`config.mk`:
```
export PLATFORM = sky130hd
export DESIGN_NAME = fetch_unit
export DESIGN_NICKNAME = d
export VERILOG_FILES = /design/src/rtl/fetch_unit.sv
export SDC_FILE = /design/constraint.sdc
export NUM_CORES = 1
export LEC_CHECK = 0
export CAP_MARGIN = 20
export CORE_ASPECT_RATIO = 0.75
export CORE_MARGIN = 2
export CORE_UTILIZATION = 40
export CTS_BUF_LIST = sky130_fd_sc_hd__clkbuf_4 sky130_fd_sc_hd__clkbuf_8
export DETAILED_ROUTE_END_ITERATION = 10
export PLACE_DENSITY = 0.75
export REMOVE_ABC_BUFFERS = 1
export SKIP_LAST_GASP = 1
export SYNTH_ARGS = -nofsm -noshare
export SYNTH_HDL_FRONTEND = slang
export SYNTH_SLANG_ARGS = --single-unit
```
`constraint.sdc`:
```
create_clock -name clk -period 1.8 [get_ports clk]
set_input_delay 0.36 -clock clk [delete_from_list [all_inputs] [get_ports clk]]
set_output_delay 0.36 -clock clk [all_outputs]
set_load 0.02 [all_outputs]
```
`src/rtl/fetch_unit.sv`:
```
// Instruction-fetch front end: owns the PC, reads the instruction ROM, resolves
// jumps locally and issues all other instructions over a valid/ready handshake.
module fetch_unit #(
  parameter int unsigned ADDR_W = 4,
  parameter int unsigned DATA_W = 8,
  parameter logic [3:0]  JMP_OP = 4'b1100,
  parameter logic [3:0]  JZ_OP  = 4'b1101
) (
  input  logic              clk,
  input  logic              reset,
  input  logic              start,
  input  logic              halt_req,
  input  logic [DATA_W-1:0] rom_data,
  input  logic              zero_flag,
  input  logic              instr_ready,
  output logic [ADDR_W-1:0] address,
  output logic              pc_enable,
  output logic [DATA_W-1:0] instr,
  output logic              instr_valid,
  output logic [ADDR_W-1:0] pc,
  output logic              halted,
  output logic [7:0]        fetch_count
);

  localparam int unsigned OP_W  = DATA_W - ADDR_W;
  localparam int unsigned CNT_W = 8;

  typedef enum logic [2:0] {
    S_IDLE,
    S_FETCH,
    S_ISSUE,
    S_BRANCH,
    S_HALTED
  } state_t;

  state_t             r_state;
  logic [ADDR_W-1:0]  r_pc;
  logic [DATA_W-1:0]  r_ir;
  logic [CNT_W-1:0]   r_fetch_count;

  logic [OP_W-1:0]    w_rom_op;
  logic [OP_W-1:0]    w_ir_op;
  logic [ADDR_W-1:0]  w_ir_target;
  logic [ADDR_W-1:0]  w_pc_inc;
  logic               w_rom_is_branch;
  logic               w_taken;

  assign w_rom_op        = rom_data[DATA_W-1:ADDR_W];
  assign w_ir_op         = r_ir[DATA_W-1:ADDR_W];
  assign w_ir_target     = r_ir[ADDR_W-1:0];
  assign w_pc_inc        = r_pc + ADDR_W'(1);
  assign w_rom_is_branch = (w_rom_op == JMP_OP) || (w_rom_op == JZ_OP);
  assign w_taken         = (w_ir_op == JMP_OP) || ((w_ir_op == JZ_OP) && zero_flag);

  // Control FSM together with the PC, instruction register and fetch counter.
  always_ff @(posedge clk or negedge reset) begin
    if (!reset) begin
      r_state       <= S_IDLE;
      r_pc          <= '0;
      r_ir          <= '0;
      r_fetch_count <= '0;
    end else begin
      case (r_state)
        S_IDLE: begin
          if (start) r_state <= S_FETCH;
        end
        S_FETCH: begin
          if (halt_req) begin
            r_state <= S_HALTED;
          end else begin
            r_ir <= rom_data;
            if (r_fetch_count != {CNT_W{1'b1}})
              r_fetch_count <= r_fetch_count + CNT_W'(1);
            r_state <= w_rom_is_branch ? S_BRANCH : S_ISSUE;
          end
        end
        S_ISSUE: begin
          // halt is only honoured once the pending instruction is accepted
          if (instr_ready) begin
            r_pc    <= w_pc_inc;
            r_state <= halt_req ? S_HALTED : S_FETCH;
          end
        end
        S_BRANCH: begin
          r_pc    <= w_taken ? w_ir_target : w_pc_inc;
          r_state <= S_FETCH;
        end
        S_HALTED: begin
          if (start && !halt_req) r_state <= S_FETCH;
        end
        default: r_state <= S_IDLE;
      endcase
    end
  end

  // Control outputs are pure decodes of the state register.
  assign address     = r_pc;
  assign pc          = r_pc;
  assign instr       = r_ir;
  assign fetch_count = r_fetch_count;
  assign pc_enable   = (r_state == S_FETCH);
  assign instr_valid = (r_state == S_ISSUE);
  assign halted      = (r_state == S_HALTED);

endmodule

```
==> summary.txt <==
fresh numbers from the pnr run: Residual DRC=0, cell with the most instances after synthesis=dfrtp_1, Tapcell Cnt=38, Yosys reg bits=23, status=finished clean, CP max-delay cell=dfrtp_2, commonest cells in the synthesized netlist=dfrtp_1, nand2_1, o21ai_0, clk_lat worst skew=approximately 0.26 ns, worst reg2reg setup slack=0.13 ns, dominant logic cell type in the layout=clkdlybuf4s50_1, Int Pwr=about 1700 µW, number of enable flip-flop cells=0, asr flop ratio synth=100.0%, Pleak=~0.00077 µW, max frequency=about 570 MHz, Final period util=a little over nine tenths, Max-area cell share=46.61%, Post-Route WL=around 2.9 mm, routed wl met3=between 150 and 200 µm, Non-CTS buffers=approximately 54, RR Endpoint=fetch_count[7], Overflow after GRT=0, Port Buf Inserts=40, Commonest flop=dfrtp_1, Worst path top cell family by delay=flip-flops, Root Buffer=clkbuf_8, switching part of the total power=40.82%, Critical path destination=pc_enable, Post-Syn Instances=about 120, hold buffers post-CTS=0, ClkCell Share=~2.8%, Comb gates=about 86, vias in the first global route=between 1k and 1.5k, adder share=approximately 2%, Post-Route M1 WL=approximately 1.3 mm, Clk pwr share=between 10 and 15%, die width=68.16 µm, cell taking the most area after synthesis=dfrtp_1, non-filler cells, final=208, crit path time final=about 1.7 ns, Antenna Nets Post-Route=0, Mapped Area=roughly 1200 µm²
Pin placement:
Pins as bars across the die edge, other pins in grey.
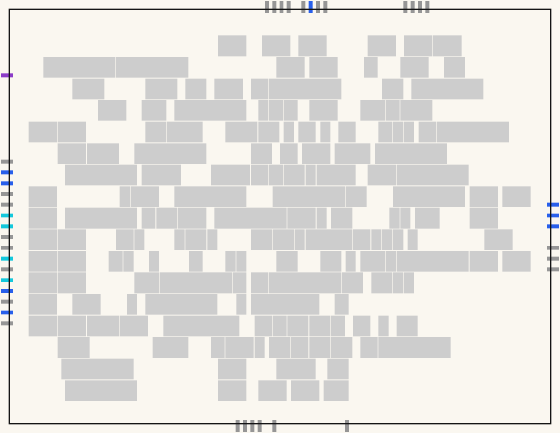
legend:
  blue:
    port: `instr`
    pins: 8
    direction: output
    edge: 4 left, 3 right, 1 top
  purple:
    port: `clk`
    pins: 1
    direction: input
    edge: left
  cyan:
    port: `address`
    pins: 4
    direction: output
    edge: left
all pins by edge: 17 left, 12 top, 6 bottom, 6 right

Clock distribution:
The bar under the picture is 20 µm long.
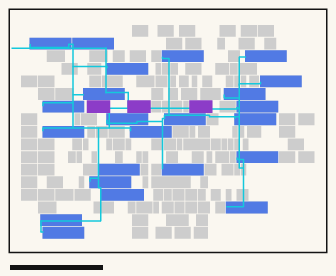
legend:
  cyan:
    item: clock wires
    length: 285 µm
  blue:
    item: flip-flops
    count: 23
  purple:
    item: clock-net drivers
    count: 3
routed clock nets: 4
Worst Skew: 0.002047 ns
Clock group: 338 µW

Placement density heat map:
7 x 5 tiles, from white (low) to dark blue (high), 0 to 100% covered.
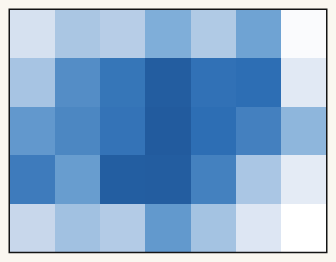
densest ninth of the die: centre
nearly empty tiles: 2.9%
tiles over 75% full: 17%
mean over tiles: 49%
emptiest ninth of the die: lower right
fullest tile: 83%
final core occ: 60.40%
Starting Density: 42.07%

Cell placement:
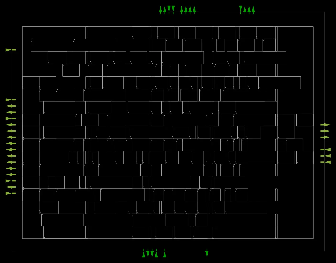
Fill cells: 234
flop count: 23
Core Region: 2935 µm²
FP Rows: 17

No activity file was given, so power comes from the tool's default toggle rates.
